<file path="src/rtl/debug_trace_uart.sv">
// Instruction-trace tap: snapshots the CPU debug bus on every PC change and streams each one as a framed 8N1 UART record.
// Define TRACE_CHECKSUM_EN to append an XOR checksum byte to every frame.
module debug_trace_uart #(
    parameter int          CLKS_PER_BIT = 434,
    parameter int          FIFO_DEPTH   = 4,
    parameter logic [7:0]  SYNC_BYTE    = 8'hA5
) (
    input  logic                          clk_50mhz,
    input  logic                          key0,
    input  logic                          trace_en,
    input  logic [7:0]                    debug_pc_out,
    input  logic [15:0]                   debug_instruction_out,
    input  logic [7:0]                    debug_output_acc,
    output logic                          uart_tx,
    output logic                          trace_busy,
    output logic [$clog2(FIFO_DEPTH):0]   fifo_level,
    output logic [7:0]                    drop_count
);

    localparam int AW = $clog2(FIFO_DEPTH);
    localparam int CW = $clog2(CLKS_PER_BIT);
`ifdef TRACE_CHECKSUM_EN
    localparam int NUM_BYTES = 6;
`else
    localparam int NUM_BYTES = 5;
`endif
    localparam int REST_W = (NUM_BYTES - 1) * 8;
    localparam logic [CW-1:0] BIT_LAST  = CW'(CLKS_PER_BIT - 1);
    localparam logic [2:0]    BYTE_LAST = 3'(NUM_BYTES - 1);
    localparam logic [AW:0]   FULL_LVL  = (AW + 1)'(FIFO_DEPTH);

    typedef enum logic [2:0] {IDLE, LOAD, START, DATA, STOP} tx_state_t;

    tx_state_t         state;
    logic [7:0]        pc_prev;
    logic              first_q;
    logic              capture;
    logic              push_q;
    logic [31:0]       push_data_q;
    logic [31:0]       mem [FIFO_DEPTH];
    logic [AW-1:0]     wr_ptr;
    logic [AW-1:0]     rd_ptr;
    logic [AW:0]       count;
    logic              fifo_full;
    logic              push_ok;
    logic              pop;
    logic [31:0]       head;
    logic [CW-1:0]     clk_cnt;
    logic [2:0]        bit_idx;
    logic [2:0]        byte_idx;
    logic [7:0]        tx_byte;
    logic [REST_W-1:0] frame_rest;
    logic [REST_W-1:0] frame_next;

    assign capture    = trace_en && ((debug_pc_out != pc_prev) || first_q);
    assign fifo_full  = (count == FULL_LVL);
    assign push_ok    = push_q && !fifo_full;
    assign pop        = (state == LOAD);
    assign head       = mem[rd_ptr];
    assign fifo_level = count;
    assign trace_busy = (state != IDLE) || (count != '0);

`ifdef TRACE_CHECKSUM_EN
    logic [7:0] checksum;
    assign checksum   = head[31:24] ^ head[23:16] ^ head[15:8] ^ head[7:0];
    assign frame_next = {head, checksum};
`else
    assign frame_next = head;
`endif

    // Snapshot is registered one cycle before it reaches the FIFO; first_q forces a capture after every enable.
    always_ff @(posedge clk_50mhz) begin
        if (key0) begin
            pc_prev     <= '0;
            first_q     <= 1'b1;
            push_q      <= 1'b0;
            push_data_q <= '0;
        end else begin
            pc_prev     <= debug_pc_out;
            push_q      <= capture;
            push_data_q <= {debug_pc_out, debug_instruction_out, debug_output_acc};
            if (!trace_en)
                first_q <= 1'b1;
            else if (capture)
                first_q <= 1'b0;
        end
    end

    always_ff @(posedge clk_50mhz) begin
        if (push_ok)
            mem[wr_ptr] <= push_data_q;
    end

    // Fullness is judged before the same-cycle pop, so a push into a full FIFO always drops.
    always_ff @(posedge clk_50mhz) begin
        if (key0) begin
            wr_ptr     <= '0;
            rd_ptr     <= '0;
            count      <= '0;
            drop_count <= '0;
        end else begin
            if (push_ok)
                wr_ptr <= wr_ptr + 1'b1;
            if (pop)
                rd_ptr <= rd_ptr + 1'b1;
            if (push_ok && !pop)
                count <= count + 1'b1;
            else if (!push_ok && pop)
                count <= count - 1'b1;
            if (push_q && fifo_full && (drop_count != 8'hFF))
                drop_count <= drop_count + 8'd1;
        end
    end

    always_ff @(posedge clk_50mhz) begin
        if (key0) begin
            state      <= IDLE;
            uart_tx    <= 1'b1;
            clk_cnt    <= '0;
            bit_idx    <= '0;
            byte_idx   <= '0;
            tx_byte    <= '0;
            frame_rest <= '0;
        end else begin
            case (state)
                IDLE: begin
                    uart_tx <= 1'b1;
                    if (count != '0)
                        state <= LOAD;
                end
                LOAD: begin
                    tx_byte    <= SYNC_BYTE;
                    frame_rest <= frame_next;
                    byte_idx   <= '0;
                    clk_cnt    <= '0;
                    uart_tx    <= 1'b0;
                    state      <= START;
                end
                START: begin
                    if (clk_cnt == BIT_LAST) begin
                        clk_cnt <= '0;
                        bit_idx <= '0;
                        uart_tx <= tx_byte[0];
                        tx_byte <= {1'b0, tx_byte[7:1]};
                        state   <= DATA;
                    end else begin
                        clk_cnt <= clk_cnt + 1'b1;
                    end
                end
                DATA: begin
                    if (clk_cnt == BIT_LAST) begin
                        clk_cnt <= '0;
                        if (bit_idx == 3'd7) begin
                            uart_tx <= 1'b1;
                            state   <= STOP;
                        end else begin
                            bit_idx <= bit_idx + 3'd1;
                            uart_tx <= tx_byte[0];
                            tx_byte <= {1'b0, tx_byte[7:1]};
                        end
                    end else begin
                        clk_cnt <= clk_cnt + 1'b1;
                    end
                end
                STOP: begin
                    if (clk_cnt == BIT_LAST) begin
                        clk_cnt <= '0;
                        if (byte_idx == BYTE_LAST) begin
                            state <= IDLE;
                        end else begin
                            byte_idx   <= byte_idx + 3'd1;
                            tx_byte    <= frame_rest[REST_W-1 -: 8];
                            frame_rest <= frame_rest << 8;
                            uart_tx    <= 1'b0;
                            state      <= START;
                        end
                    end else begin
                        clk_cnt <= clk_cnt + 1'b1;
                    end
                end
                default: begin
                    uart_tx <= 1'b1;
                    state   <= IDLE;
                end
            endcase
        end
    end

endmodule

</file>
<file path="config.mk">
export PLATFORM = sky130hd
export DESIGN_NAME = debug_trace_uart
export DESIGN_NICKNAME = d
export VERILOG_FILES = /design/src/rtl/debug_trace_uart.sv
export SDC_FILE = /design/constraint.sdc
export NUM_CORES = 1
export LEC_CHECK = 0
export CAP_MARGIN = 25
export CORE_ASPECT_RATIO = 0.5
export CORE_MARGIN = 5
export CORE_UTILIZATION = 40
export CTS_CLUSTER_SIZE = 16
export DETAILED_ROUTE_END_ITERATION = 10
export PLACE_DENSITY = 0.66
export SLEW_MARGIN = 20
export SYNTH_ARGS = -nofsm -noshare
export SYNTH_HDL_FRONTEND = slang
export SYNTH_SLANG_ARGS = --single-unit
export TNS_END_PERCENT = 30
</file>
<file path="constraint.sdc">
create_clock -name clk_50mhz -period 6.25 [get_ports clk_50mhz]
set_input_delay 1.25 -clock clk_50mhz [delete_from_list [all_inputs] [get_ports clk_50mhz]]
set_output_delay 1.25 -clock clk_50mhz [all_outputs]
set_load 0.02 [all_outputs]
</file>
Fig. 1: run 1, supply network
Pins as bars on the die edge. Tap cells in grey.
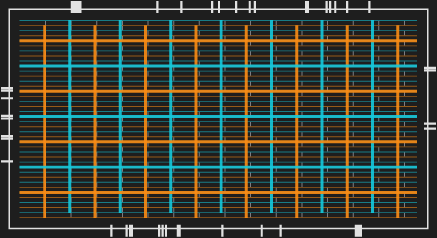
Key: orange = VSS; cyan = VDD
15 straps on met4. 48 signal pins sit on the boundary. 40 met1 rails follow the rows. 7 straps on met5.

Fig. 2: run 1, placement by cell class
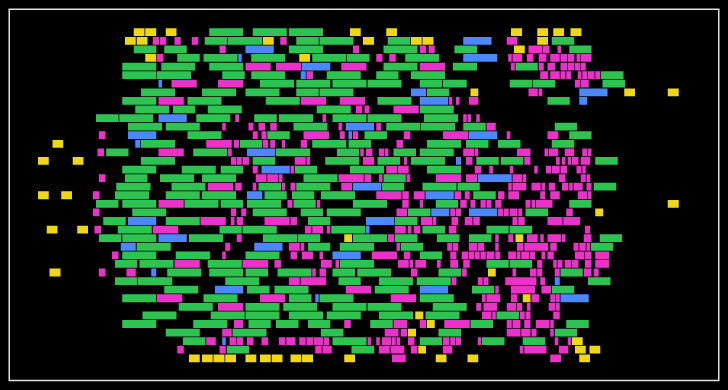
Key: blue = clock drivers and dummy loads [cells 40, share of their area 7.0%]; green = flip-flops [cells 238, share of their area 59%]; magenta = all other logic [cells 384, share of their area 29%]; yellow = other buffers and delay cells [cells 56, share of their area 5.2%]

==> summary.rpt, run 1 <==
PHYSICAL IMPLEMENTATION REPORT
----------------------------------------------------
[Outcome]
  Status ........................ completed

[Placement]
  Placer's final routability congestion estimate ........................ 0.793
  Setup WS pre-CTS ........................ 3020 ps
  Placed cell areas ........................ 9960 µm²
  Dpl hpwl ........................ 10.4 mm
  Buffers on Ports ........................ 47

[Timing]
  Fin crit share ........................ 50.4%
  Number of max-slew violations in the final report ........................ 0
  Unrepaired setup endpoints after global routing ........................ false
  Min Tclk post-route ........................ 3150 ps
  Highest clock rate ........................ 318 MHz
  Hold Fails Final Rpt ........................ 0
  Worst rel slew slack ........................ 33.9%
  Max Clock Skew ........................ 13.6 ps
  Slew at the pin closest to its max-slew limit ........................ 991 ps
  Final critical-path setup slack ........................ 3100 ps
  Summed negative setup slack over all endpoints ........................ 0 ps

[Setup path]
  Slowest stage cell, crit path ........................ clkdlybuf4s50_1
  Top fanout value on the critical path ........................ 12
  Worst setup SP type ........................ flop
  Required @ worst endpoint ........................ 5000 ps
  Data arrival time at the worst-slack endpoint ........................ 1900 ps
  Cell type group with the largest total delay on the critical path ........................ buffers and inverters
  Buffers & Inverters on Critical Path ........................ 1
  Type of element capturing the critical path ........................ primary output

[Floorplan]
  Number of rows created at floorplan ........................ 39
  Count of pins on the block boundary ........................ 48
  Core utilization at floorplan ........................ 40.5%
  Die Y ........................ 117 µm

[Clocking]
  Post-cts resize count ........................ 0
  Clk latency late pin ........................ 510 ps
  Max H-tree Level ........................ 1
  CTS clk-pin slew, worst paths ........................ 60 ps
  Buffer levels on the longest clock path ........................ 3
  TritonCTS clock tree ........................ yes
  Post-CTS setup buffers ........................ 0
  Post-cts hold-fix buffer tally ........................ 0
  CTS Buf Count ........................ 22
  Root Buffer Master ........................ clkbuf_16
  CTS sink cnt ........................ 238

[Finish]
  Post-route standard cell area excluding fillers ........................ 10,700 µm²
  Number of antenna diodes ........................ 0
  Leading cell types in the layout, fill and taps excluded ........................ edfxtp_1, dfxtp_1, nor2_1, clkdlybuf4s50_1, nor2b_1
  Non-filler instance count after layout ........................ 1,025
  Number of nets at the end of the flow ........................ 750
  Fraction of final layout cells sized beyond drive strength 1 ........................ 15.2%
  Area Overhead vs Synth ........................ 16.2%
  Leading cell type in the layout, fill and taps excluded ........................ edfxtp_1

[Power]
  Max IR drop VDD ........................ 0.000143 V
  Total power ........................ 4100 µW
  Pwr/cell area ........................ 384 nW/µm²

[Synthesis]
  Top cells by area ........................ edfxtp_1, dfxtp_1, mux4_2
  Synth Area per Inst ........................ 14.0 µm²
  Most frequent cells after synthesis ........................ edfxtp_1, dfxtp_1, nor2_1
  Area of the synthesized netlist per yosys stat ........................ 9190 µm²
  Synthesized cell area ........................ 9190 µm²
  Cell type with the largest total area after synthesis ........................ edfxtp_1
  Seq share, synth ........................ 65.8%
  Yosys cell count ........................ 657
  Area share of the largest cell type after synthesis ........................ 41.8%
  Post-synthesis cell count ........................ 657
  Most used flip-flop cell ........................ edfxtp_1
  Leading cell type by number of instances after synthesis ........................ edfxtp_1
  Share of flip-flops with an asynchronous set or reset after synthesis ........................ 0%

[Global route]
  Largest net degree at the start of global routing ........................ 54
  Vias in the first global route ........................ 5,423
  Antenna violations before repair ........................ 0
  Total track usage ........................ 13.6%
  First-pass GRT wire length ........................ 28.9 mm

[Flow run]
  Max Cap Violations ........................ 0
  Number of warning messages in the logs ........................ 31

[Routing]
  First-pass iteration count of the detailed router ........................ 4
  Total routed wirelength ........................ 17.5 mm
  Avg WL per Cell ........................ 17.1 µm
  Routed Antenna Nets ........................ 0
  Ratio of routed vias to standard cells ........................ 5.19

[Min path]
  Worst Hold Class ........................ flop to flop

----------------------------------------------------
Fig. 3: run 1, clock wires, drivers and flops
Bar = 50 µm.
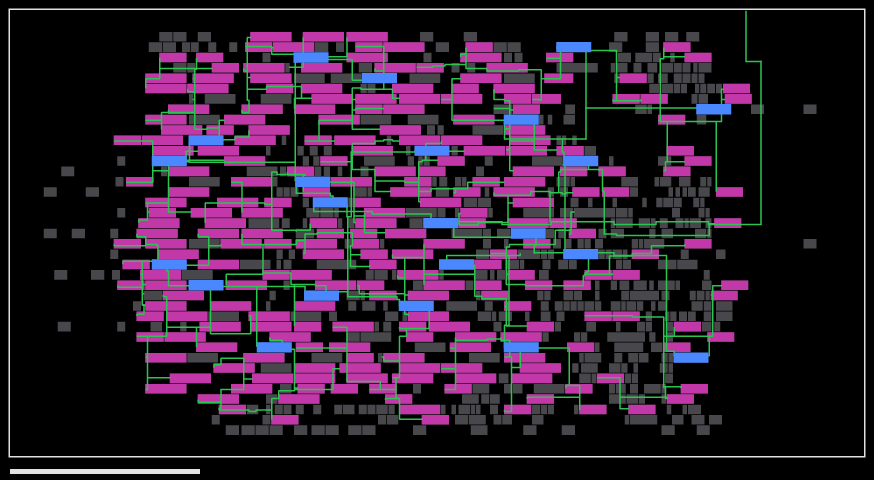
Key: green = clock wires [length 2,630 µm]; blue = cells driving clock nets [count 22]; magenta = flip-flops [count 238]
There are 23 routed clock nets.

run 1: path summary, 6_finish.rpt:
path | from | endpoint | slack (ps) | depth (start not counted)
worst max register to register | state[1] | fifo_level[2] | 3450 | 9
worst min register to register | frame_rest[4] | frame_rest[4] | 470 | 2
worst max-delay path | state[0] | trace_busy | 3100 | 3
worst min-delay path | frame_rest[4] | frame_rest[4] | 470 | 2
run 1: layout make-up:
cell class | instances | area, µm² | area share [%]
clock buffer | 31 | 614 | 5.75
clock inverter | 9 | 109 | 1.02
inverter | 11 | 41.3 | 0.387
multi-input combinational | 373 | 2950 | 27.6
sequential | 238 | 6050 | 56.6
tap | 307 | 384 | 3.60
timing repair buffer | 56 | 536 | 5.01
run 1: power breakdown:
part           internal, µW  switching [µW]
sequential             1820             125
clock                   773             555
combinational           383             450
run 1: state kept, by name, summed over array words and instances (netlist names), 8 cells and up, named ones only:
register and flops:
mem 128, frame_rest 32, push_data_q 24, clk_cnt 9, drop_count 8, pc_prev 8, tx_byte 8
run 1: cells by family after synthesis:
logic type	after synthesis	synth area share, %
adder cells (fa/ha/maj)	13	1.85
multiplexers	38	8.49
AND/OR/NAND/NOR	199	12.6
XOR/XNOR	19	1.81
flip-flops	238	65.8
buffers and inverters	46	2.16
AND-OR/OR-AND	104	7.35
run 1: worst reg2reg max path: stages, from the launching register on:
cell	delay (ps)
dfxtp_1	520
nor3b_1	100
buf_4	210
inv_2	550
ha_1	310
inv_1	60
fa_1	370
xor2_1	170
or3_1	300
a21oi_1	140
run 1: metal layers:
metal	global-route usage (%)	up-vias	wire [µm]
met3	2.72	27	850
met1	18.3	2644	8220
met5	0	-	0
li1	-	2548	-
met4	3.40	0	381
met2	23.1	103	8060
Fig. 4: run 1, metal layers overlaid
Bar = 50 µm.
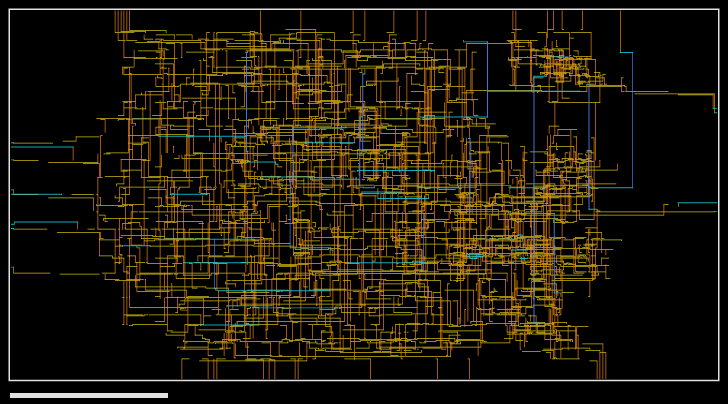

--- run 2 (diff from run 1) ---
PLACE_DENSITY = 0.68   (was 0.66)
clock period = 2.7 ns   (was 6.25 ns; I/O delays follow)
Fig. 5: run 2, metal layers overlaid
Bar = 50 µm.
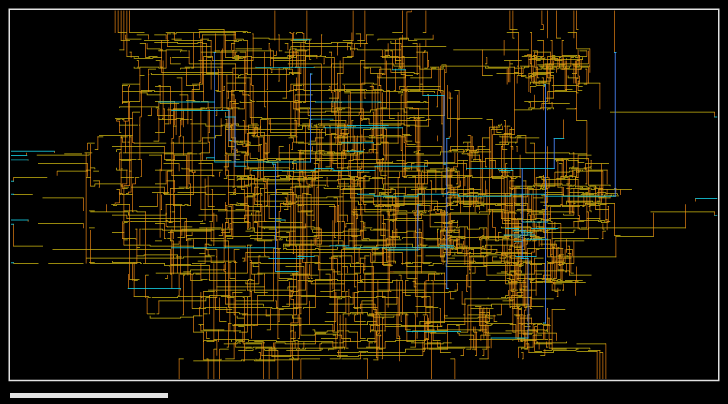
Key: orange = met2 [wire length 8,260 µm]; cyan = met3 [wire length 628 µm]; yellow = met1 [wire length 8,350 µm]; blue = met4 [wire length 388 µm]

Fig. 6: run 2, placement by cell class
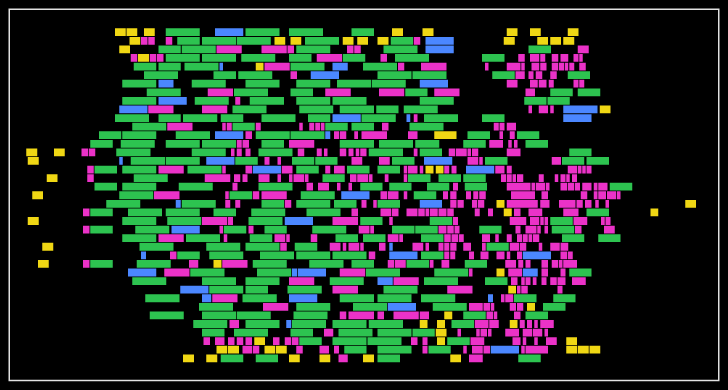
Key: yellow = other buffers and delay cells [cells 62, share of their area 5.7%]; green = flip-flops [cells 238, share of their area 58%]; magenta = all other logic [cells 384, share of their area 29%]; blue = clock drivers and dummy loads [cells 42, share of their area 7.5%]

Fig. 7: run 2, supply network
Pins as bars on the die edge. Tap cells in grey.
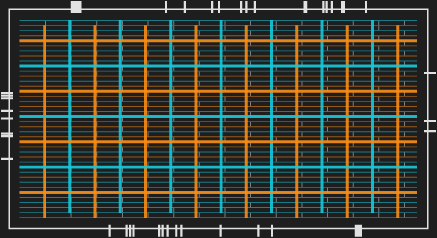
Key: orange = VSS; cyan = VDD
15 straps on met4. 307 tap cells. 40 met1 rails follow the rows. 48 signal pins sit on the boundary.

==> summary.rpt, run 2 <==
PHYSICAL IMPLEMENTATION REPORT
----------------------------------------------------
[Outcome]
  Status ........................ completed

[Clocking]
  CTS sink cnt ........................ 238 (unchanged)
  CTS clk-pin slew, worst paths ........................ 70 ps (about the same)
  Buffer levels on the longest clock path ........................ 3 (unchanged)
  Max H-tree Level ........................ 1 (unchanged)
  TritonCTS clock tree ........................ yes
  Post-cts resize count ........................ 0 (unchanged)
  Clk latency late pin ........................ 520 ps (about the same)
  CTS Buf Count ........................ 23 (+4.5%)
  Post-CTS setup buffers ........................ 0 (unchanged)

[Finish]
  Fraction of final layout cells sized beyond drive strength 1 ........................ 16.3% (+1.1 points)
  Leading cell type in the layout, fill and taps excluded ........................ edfxtp_1
  Registers with the highest flip-flop counts ........................ mem: 128 flops, frame_rest: 32 flops, push_data_q: 24 flops
  Max reg flops ........................ 128 (unchanged)
  Area Overhead vs Synth ........................ 17.5%
  Most flops, register ........................ mem
  Sequential cell area ........................ 6050 µm² (about the same)
  Post-route standard cell area excluding fillers ........................ 10,800 µm² (+1.1%)
  Leading cell types in the layout, fill and taps excluded ........................ edfxtp_1, dfxtp_1, nor2_1, clkdlybuf4s50_1, nor2b_1
  Number of antenna diodes ........................ 0 (unchanged)

[Synthesis]
  Synthesized cell area ........................ 9190 µm² (unchanged)
  Top cells by area ........................ edfxtp_1, dfxtp_1, mux4_2
  Seq share, synth ........................ 65.8% (unchanged)
  Synth Area per Inst ........................ 14.0 µm² (unchanged)
  Cell type with the largest total area after synthesis ........................ edfxtp_1
  Post-synthesis cell count ........................ 657 (unchanged)
  Yosys cell count ........................ 657 (unchanged)
  Share of flip-flops with an asynchronous set or reset after synthesis ........................ 0% (unchanged)
  Most frequent cells after synthesis ........................ edfxtp_1, dfxtp_1, nor2_1
  Area of the synthesized netlist per yosys stat ........................ 9190 µm² (unchanged)
  Area share of the largest cell type after synthesis ........................ 41.8% (unchanged)

[Timing]
  Final critical-path setup slack ........................ 182 ps (-2920 ps)
  Unrepaired setup endpoints after global routing ........................ false
  Min Tclk post-route ........................ 2520 ps
  Slew at the pin closest to its max-slew limit ........................ 938 ps (-53.7 ps)
  Number of max-slew violations in the final report ........................ 0 (unchanged)
  Hold Fails Final Rpt ........................ 0 (unchanged)
  Fin crit share ........................ 93.3%
  Highest clock rate ........................ 397 MHz
  Worst rel slew slack ........................ 37.5% (+3.6 points)

[Placement]
  Placed cell areas ........................ 10,000 µm² (+0.57%)
  Buffers on Ports ........................ 47 (unchanged)
  Dpl hpwl ........................ 10.7 mm (+3.5%)

[Routing]
  Avg WL per Cell ........................ 17.1 µm (-0.11%)
  Ratio of routed vias to standard cells ........................ 5.21 (+0.25%)
  Routed Antenna Nets ........................ 0 (unchanged)
  First-pass iteration count of the detailed router ........................ 5 (+1)

[Floorplan]
  Core utilization at floorplan ........................ 40.5% (unchanged)
  Die Y ........................ 117 µm (unchanged)
  Number of rows created at floorplan ........................ 39 (unchanged)
  Count of pins on the block boundary ........................ 48 (unchanged)

[Global route]
  GRT Max-Usage Layer ........................ met2
  M1 GR Usage ........................ 18.7% (+0.40 points)
  Largest net degree at the start of global routing ........................ 44 (-19%)
  GRT met3 Usage ........................ 2.34% (-0.37 points)
  Total track usage ........................ 13.5% (-0.15 points)
  Vias in the first global route ........................ 5,365 (-1.1%)
  First-pass GRT wire length ........................ 28.3 mm (-2.0%)

[Power]
  Power share of the clock group ........................ 33.4% (+1.0 points)
  Total power ........................ 9740 µW (+140%)
  Max IR drop VDD ........................ 0.000498 V (+250%)
  Pwr/cell area ........................ 902 nW/µm² (+130%)
  Portion of total power attributed to sequential cells ........................ 45.8% (-1.6 points)
  Switching power ........................ 2700 µW (+140%)
  Relative contribution of combinational cells to total power ........................ 20.8% (+0.5 points)
  Cell-internal power ........................ 7040 µW (+140%)

[Setup path]
  Data arrival time at the worst-slack endpoint ........................ 1980 ps (+80 ps)
  Worst reg2reg setup slack ........................ 440 ps (-3010 ps)
  Slowest stage cell, crit path ........................ clkdlybuf4s50_1
  Worst r2r dst ........................ clk_cnt[8]
  Type of element capturing the critical path ........................ primary output
  Worst flop-to-flop path startpoint ........................ state[2]
  Crit path launch ........................ state[0]

[Min path]
  Worst Hold Class ........................ flop to flop

[Flow run]
  Number of warning messages in the logs ........................ 31 (unchanged)
  Max Cap Violations ........................ 0 (unchanged)

----------------------------------------------------
-- run 2: worst min path at each step --
| stage | start | to | cells past startpoint |
|---|---|---|---|
| final | tx_byte[7] | tx_byte[7] | 2 |
| after global routing | key0 | wr_ptr[1] | 2 |
| after CTS | key0 | clk_cnt[0] | 2 |
| after detailed placement | tx_byte[7] | tx_byte[7] | 2 |
| after global placement | push_data_q[6] | mem[2][6] | 0 |
| after floorplan | tx_byte[7] | tx_byte[7] | 2 |
-- run 2: cell families after synthesis --
family	count (synthesis)	synth area share [%]
AOI/OAI and AO/OA	104	7.35
buffers and inverters	46	2.16
DFF	238	65.8
xor gates and xnor gates	19	1.81
adders and majority gates	13	1.85
and+or+nand+nor	199	12.6
muxes	38	8.49
-- run 2: final cells by class --
cell class	count	share of cell area [%]
clock buffer	33	6.44
multi-input combinational	373	27.3
timing repair buffer	62	5.49
clock inverter	9	0.823
tap	307	3.56
sequential	238	56.0
inverter	11	0.382
-- run 2: power by group through the flow --
| stage | sequential, µW | combinational [µW] | clock [µW] |
|---|---|---|---|
| after detailed placement | 4540 | 2030 | 0 |
| after global placement | 4510 | 2000 | 0 |
| after floorplan | 4470 | 1520 | 0 |
| final | 4460 | 2020 | 3250 |
| after global routing | 4510 | 2210 | 3500 |
| after CTS | 4460 | 2040 | 3330 |
-- run 2: worst max-delay path, delay by kind of cell, from the launching register on --
kind	cells	cell delay, ps
buf+inv	1	560
flops	1	410
simple gates	2	500
-- run 2: routing by layer --
metal | wire [µm] | vias up
met5 | 0 | -
met4 | 388 | 0
met3 | 628 | 30
met2 | 8260 | 97
met1 | 8350 | 2677
li1 | - | 2573
No activity file was given, so power comes from the tool's default toggle rates.
